<file path="config.mk">
export PLATFORM = sky130hd
export DESIGN_NAME = xbus_decoder_fsm
export DESIGN_NICKNAME = d
export VERILOG_FILES = /design/src/rtl/xbus_decoder_fsm.sv
export SDC_FILE = /design/constraint.sdc
export NUM_CORES = 1
export LEC_CHECK = 0
export CAP_MARGIN = 20
export CORE_MARGIN = 3
export CORE_UTILIZATION = 35
export CTS_CLUSTER_SIZE = 28
export DETAILED_ROUTE_END_ITERATION = 8
export GPL_TIMING_DRIVEN = 0
export MAX_ROUTING_LAYER = met4
export PLACE_DENSITY = 0.78
export SYNTH_ARGS = -nofsm -noshare
export SYNTH_HDL_FRONTEND = slang
export SYNTH_SLANG_ARGS = --single-unit
</file>
<file path="constraint.sdc">
create_clock -name clk -period 2 [get_ports clk]
set_input_delay 0.4 -clock clk [delete_from_list [all_inputs] [get_ports clk]]
set_output_delay 0.4 -clock clk [all_outputs]
set_load 0.03 [all_outputs]
</file>
<file path="src/rtl/xbus_decoder_fsm.sv">
// Registered xbus address decoder / response router: one-hot chip select per transaction,
// slave ack/rdata mux back to the master, error on unmapped addresses. XBUS_TIMEOUT_EN adds a BUSY watchdog.
module xbus_decoder_fsm #(
    parameter int                          NSLAVES = 4,
    parameter int                          ADDR_W  = 32,
    parameter int                          DATA_W  = 32,
    parameter logic [NSLAVES*ADDR_W-1:0]   BASE    = {32'h00020000, 32'h00010000, 32'h80000000, 32'h00001000},
    parameter logic [NSLAVES*ADDR_W-1:0]   MASK    = {32'hFFFFF000, 32'hFFFFFFFC, 32'hFFFF0000, 32'hFFFFFF00},
    parameter int                          TIMEOUT = 255
) (
    input  logic                         clk,
    input  logic                         rst_n,
    input  logic                         xbus_as,
    input  logic [ADDR_W-1:0]            xbus_addr,
    output logic [NSLAVES-1:0]           xbus_cs,
    input  logic [NSLAVES-1:0]           xbus_slv_ack,
    input  logic [NSLAVES*DATA_W-1:0]    xbus_slv_rdata,
    output logic                         xbus_ack,
    output logic                         xbus_err,
    output logic [DATA_W-1:0]            xbus_rdata,
    output logic [ADDR_W-1:0]            xbus_err_addr
);

    if (TIMEOUT < 2) begin : g_timeout_range
        $error("xbus_decoder_fsm: TIMEOUT must be at least 2");
    end

    typedef enum logic [1:0] {
        S_IDLE,
        S_BUSY,
        S_DONE
    } state_t;

    state_t                state, state_next;
    logic [NSLAVES-1:0]    cs_next;
    logic                  ack_next, err_next;
    logic [DATA_W-1:0]     rdata_next;
    logic [ADDR_W-1:0]     err_addr_next;

    logic [NSLAVES-1:0]    hit_onehot;
    logic                  hit;
    logic                  sel_ack;
    logic [DATA_W-1:0]     sel_rdata;
    logic                  wd_expired;

    // Scan downwards so the lowest matching window is the last one written and wins.
    always_comb begin
        hit_onehot = '0;
        for (int i = NSLAVES - 1; i >= 0; i--) begin
            if ((xbus_addr & MASK[i*ADDR_W +: ADDR_W]) == BASE[i*ADDR_W +: ADDR_W])
                hit_onehot = NSLAVES'(1) << i;
        end
    end

    assign hit     = |hit_onehot;
    assign sel_ack = |(xbus_slv_ack & xbus_cs);

    always_comb begin
        sel_rdata = '0;
        for (int i = 0; i < NSLAVES; i++) begin
            if (xbus_cs[i])
                sel_rdata = sel_rdata | xbus_slv_rdata[i*DATA_W +: DATA_W];
        end
    end

`ifdef XBUS_TIMEOUT_EN
    localparam int CNT_W = $clog2(TIMEOUT);

    logic [CNT_W-1:0] wd_cnt, wd_cnt_next;

    assign wd_expired = (wd_cnt == CNT_W'(TIMEOUT - 1));

    always_ff @(posedge clk or negedge rst_n) begin
        if (!rst_n) wd_cnt <= '0;
        else        wd_cnt <= wd_cnt_next;
    end
`else
    assign wd_expired = 1'b0;
`endif

    // NOTE: every output of this block gets a default before the case, so no path can infer a latch.
    always_comb begin
        state_next    = state;
        cs_next       = xbus_cs;
        ack_next      = 1'b0;
        err_next      = xbus_err;
        rdata_next    = xbus_rdata;
        err_addr_next = xbus_err_addr;
`ifdef XBUS_TIMEOUT_EN
        wd_cnt_next   = wd_cnt;
`endif
        case (state)
            S_IDLE: begin
                if (xbus_as) begin
                    if (hit) begin
                        cs_next    = hit_onehot;
                        state_next = S_BUSY;
`ifdef XBUS_TIMEOUT_EN
                        wd_cnt_next = '0;
`endif
                    end else begin
                        ack_next      = 1'b1;
                        err_next      = 1'b1;
                        rdata_next    = '0;
                        err_addr_next = xbus_addr;
                        state_next    = S_DONE;
                    end
                end
            end
            S_BUSY: begin
                // A slave ack on the expiry cycle still completes without error.
                if (sel_ack) begin
                    cs_next    = '0;
                    ack_next   = 1'b1;
                    err_next   = 1'b0;
                    rdata_next = sel_rdata;
                    state_next = S_DONE;
                end else if (wd_expired) begin
                    cs_next       = '0;
                    ack_next      = 1'b1;
                    err_next      = 1'b1;
                    rdata_next    = '0;
                    err_addr_next = xbus_addr;
                    state_next    = S_DONE;
                end else begin
`ifdef XBUS_TIMEOUT_EN
                    wd_cnt_next = wd_cnt + CNT_W'(1);
`endif
                end
            end
            S_DONE: begin
                if (!xbus_as)
                    state_next = S_IDLE;
            end
            default: state_next = S_IDLE;
        endcase
    end

    // NOTE: sequential state uses non-blocking assignments so all registers update together at the edge.
    always_ff @(posedge clk or negedge rst_n) begin
        if (!rst_n) begin
            state         <= S_IDLE;
            xbus_cs       <= '0;
            xbus_ack      <= 1'b0;
            xbus_err      <= 1'b0;
            xbus_rdata    <= '0;
            xbus_err_addr <= '0;
        end else begin
            state         <= state_next;
            xbus_cs       <= cs_next;
            xbus_ack      <= ack_next;
            xbus_err      <= err_next;
            xbus_rdata    <= rdata_next;
            xbus_err_addr <= err_addr_next;
        end
    end

endmodule

</file>
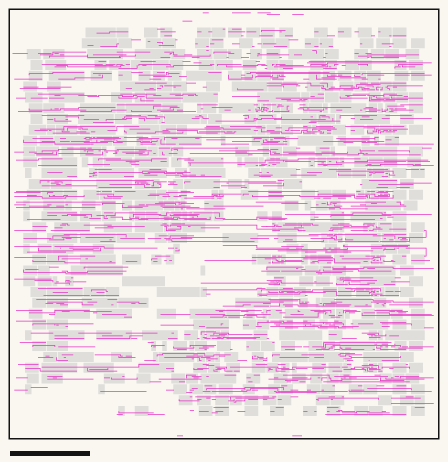
run_1/m1.png
The bar under the picture is 20 um long. Cells faint in the background.
The layer holds 39% of the routed length. The layer carries 5,910 um of wire. The longest straight run is 30.4 um. 662 nets have wire on it. The wires run mostly horizontal.
met1 GRT Util: 30.6%
final WL: 15,200 um
total number of vias: 3,882

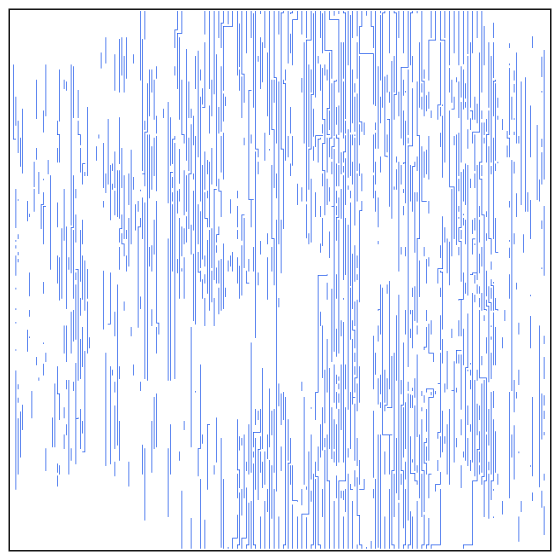
run_1/m2.png
The layer holds 52% of the routed length. 683 nets have wire on it. The layer carries 7,870 um of wire.
routing usage on met2: 45.0%

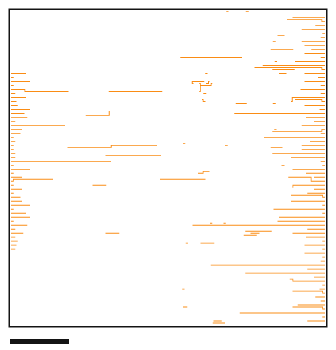
run_1/m3.png
The bar under the picture is 20 um long.
146 nets have wire on it. The layer carries 1,080 um of wire.
GRT met3 Usage: 5.40%

==> out/results.ini, run 1 <==
[run_status]
status=finished, final reports clean

[cells_and_area]
flops=72
comb_area_sq_um=1800
layoutNonFillerInstCount=714
comb_share_pct=26.7
fill_cells=756
final_nets=743
clkCellAreaFrac_pct=4.32

[die]
die_area_sq_um=11600
taps=133
die_h_um=108

[routing]
drt_first_iter_violations=210
vias_per_cell=5.44
wl_met2_um=7870
drc=0
drt-met1-wl_um=5910

[clocking]
cts.sinks=72
cts_tree=done
clk_latency_ns=0.35

[logic_synthesis]
syn-instance-count=309
top_cells_by_area=dfrtp_1 50%, mux2_4 11%, a22o_1 8.5%, a221oi_1 7.7%, o22ai_1 5.5%
common_cells=72 x dfrtp_1, 37 x nand2_1, 35 x a22o_1
synthAdderAreaFrac_pct=0
synth.cellmix.simpleShare_pct=9.41
syn_avg_cell_area_sq_um=11.7
synth_xor_xnor_area_share_pct=0
yosysSeqAreaShare_pct=49.8

[placed_design]
place_ws_ns=-0.924
portBuffers=236

[global_route]
antenna_found_initial=0
top_usage_layer=met2
grt_overflow=0

[worst_setup_path]
reg2reg_slack_ns=0.13
crit_top_cell=buf_12
worstReg2RegStart=xbus_cs[3]
slowest_delay_ns=0.54
required_ns=2.24
crit_end=xbus_err_addr[18]
worst-path-buf-inv=3
critPathTopFamily=simple AND/OR/NAND/NOR gates

[timing]
timing.final.crit_share_pct=97.1
worst_slack_ns=0.0576
fin_setup_tns_ns=0

[job]
max-cap-violations=0

[power_and_ir_drop]
pg_clk_mw=1.68

==> run 1 -> run 2 <==
--- a/config.mk
+++ b/config.mk
@@ -11,7 +11,6 @@
 export CTS_CLUSTER_SIZE = 28
 export DETAILED_ROUTE_END_ITERATION = 8
 export GPL_TIMING_DRIVEN = 0
-export MAX_ROUTING_LAYER = met4
 export PLACE_DENSITY = 0.78
 export SYNTH_ARGS = -nofsm -noshare
 export SYNTH_HDL_FRONTEND = slang
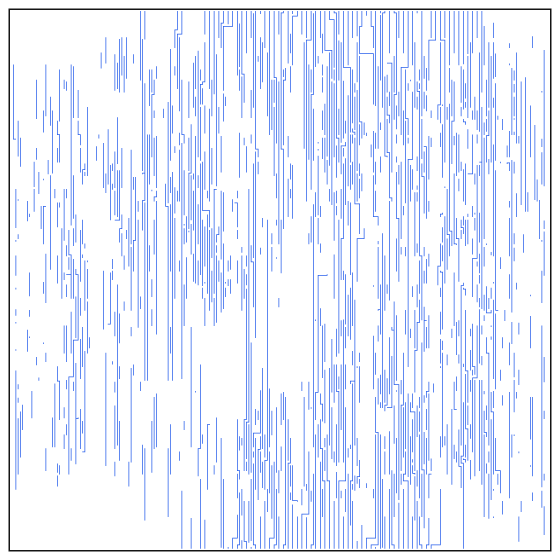
run_2/m2.png
The layer holds 52% of the routed length. The wires run mostly vertical. 683 nets have wire on it. The longest straight run is 49.0 um. The layer carries 7,930 um of wire.
final WL: 15,200 um
total number of vias: 3,858
routing usage on met2: 44.9%

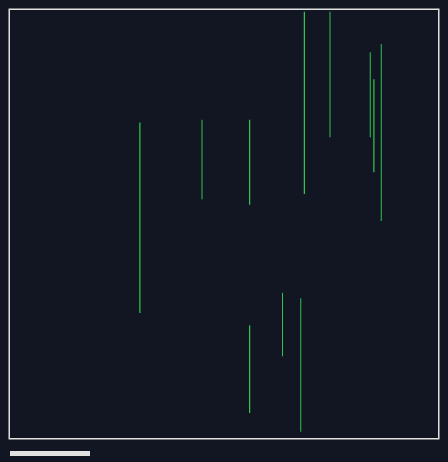
run_2/m4.png
The bar under the picture is 20 um long.
The wires run mostly vertical. The layer carries 324 um of wire. The longest straight run is 47.6 um.

==> out/results.ini, run 2 <==
[worst_setup_path]
cp_slowest_cell=or4_4  ; unchanged
slowest_delay_ns=0.55  ; was 0.54 ns
worst-path-buf-inv=3  ; unchanged
required_ns=2.24  ; about the same
reg2reg_slack_ns=0.14  ; was 0.13 ns
worstReg2RegStart=xbus_cs[3]  ; unchanged
critPathTopFamily=AND-OR/OR-AND gates  ; was simple AND/OR/NAND/NOR gates

[die]
die_area_sq_um=11600  ; unchanged
die_h_um=108  ; unchanged
taps=133  ; unchanged

[routing]
wl_met2_um=7930  ; was 7870 um
drt_first_iter_violations=194  ; was 210

[cells_and_area]
layoutNonFillerInstCount=714  ; unchanged
comb_area_sq_um=1790  ; was 1800 sq um
clkCellAreaFrac_pct=4.33  ; was 4.32%
final_nets=743  ; unchanged
comb_share_pct=26.5  ; was 26.7%

[logic_synthesis]
synth.cellmix.simpleShare_pct=9.41  ; unchanged
yosysSeqAreaShare_pct=49.8  ; unchanged
syn_avg_cell_area_sq_um=11.7  ; unchanged
common_cells=72 x dfrtp_1, 37 x nand2_1, 35 x a22o_1  ; unchanged
synth_xor_xnor_area_share_pct=0  ; unchanged
top_cells_by_area=dfrtp_1 50%, mux2_4 11%, a22o_1 8.5%, a221oi_1 7.7%, o22ai_1 5.5%  ; unchanged

[timing]
timing.final.crit_share_pct=97.5  ; was 97.1%
fin_setup_tns_ns=0  ; unchanged
worst_slack_ns=0.0499  ; was 0.0576 ns

[job]
max-cap-violations=0  ; unchanged

[placed_design]
portBuffers=236  ; unchanged
place_ws_ns=-0.924  ; unchanged

[global_route]
grt_overflow=0  ; unchanged
top_usage_layer=met2  ; unchanged
met1_usage_pct=30.6  ; about the same
antenna_found_initial=0  ; unchanged

[run_status]
status=finished, final reports clean  ; unchanged

[clocking]
cts_tree=done  ; unchanged

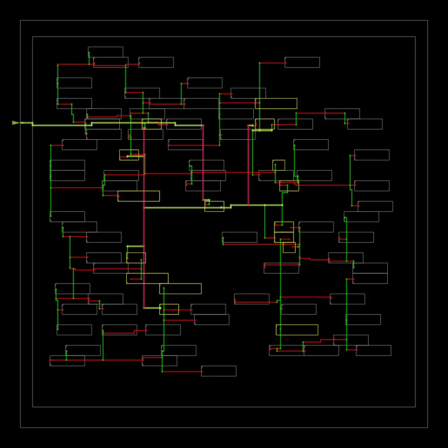
run_2/clock_nets.png
Clock net power: 1.68 mW
Flop Count: 72
clk_lat worst skew: 0.35 ns
clock buf count: 9
clock sinks: 72

==> run 2 -> run 3 <==
--- a/config.mk
+++ b/config.mk
@@ -6,6 +6,7 @@
 export NUM_CORES = 1
 export LEC_CHECK = 0
 export CAP_MARGIN = 20
+export CORE_ASPECT_RATIO = 0.75
 export CORE_MARGIN = 3
 export CORE_UTILIZATION = 35
 export CTS_CLUSTER_SIZE = 28
@@ -15,3 +16,4 @@
 export SYNTH_ARGS = -nofsm -noshare
 export SYNTH_HDL_FRONTEND = slang
 export SYNTH_SLANG_ARGS = --single-unit
+export TNS_END_PERCENT = 5
==> out/results.ini, run 3 <==
[clocking]
cts.sinks=72  ; unchanged
clk_latency_ns=0.33  ; was 0.35 ns

[global_route]
antenna_found_initial=0  ; unchanged
top_usage_layer=met2  ; unchanged

[worst_setup_path]
worst-path-buf-inv=3  ; unchanged
required_ns=2.22  ; was 2.24 ns
crit_end=xbus_err_addr[10]  ; was xbus_cs[2]

[routing]
vias_per_cell=5.38  ; was 5.40
wl_met2_um=7320  ; was 7930 um
drt_first_iter_violations=233  ; was 194

[power_and_ir_drop]
pg_clk_mw=1.73  ; was 1.68 mW

[run_status]
status=finished, final reports clean  ; unchanged

[placed_design]
portBuffers=236  ; unchanged

[cells_and_area]
fill_cells=748  ; was 762
clkCellAreaFrac_pct=4.69  ; was 4.33%
final_nets=744  ; was 743
n_clock_buffer=9  ; unchanged
comb_share_pct=26.5  ; about the same

[die]
die_h_um=94.0  ; was 108 um

[timing]
fin_setup_tns_ns=0  ; unchanged
timing.final.crit_share_pct=99.0  ; was 97.5%

[logic_synthesis]
synth_xor_xnor_area_share_pct=0  ; unchanged
syn_avg_cell_area_sq_um=11.7  ; unchanged

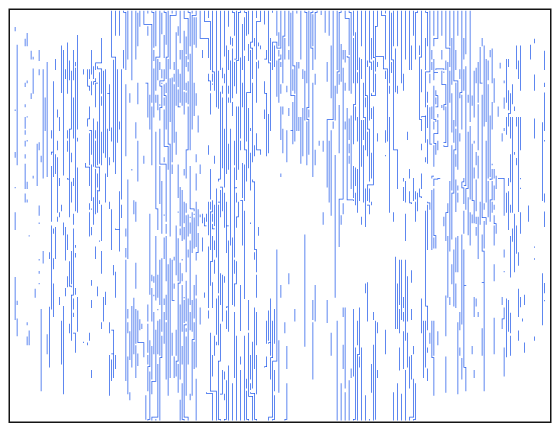
run_3/m2.png
The layer carries 7,320 um of wire. The layer holds 49% of the routed length.
final WL: 14,900 um
routing usage on met2: 41.4%
total number of vias: 3,838

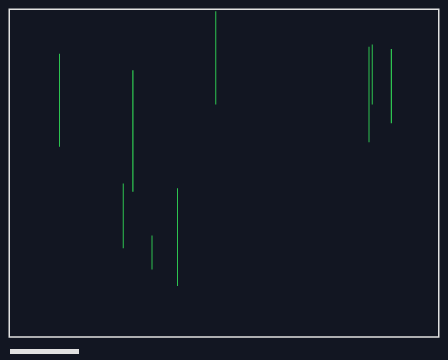
run_3/m4.png
The bar under the picture is 20 um long.
The wires run mostly vertical. The layer holds 1.4% of the routed length.

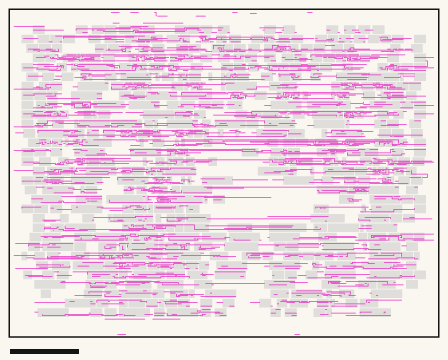
run_3/m1.png
The bar under the picture is 20 um long. Cells faint in the background.
The longest straight run is 47.8 um. The layer carries 6,170 um of wire. The layer holds 41% of the routed length. 649 nets have wire on it. The wires run mostly horizontal.
met1 GRT Util: 31.8%

Power and IR drop assume default switching activity.
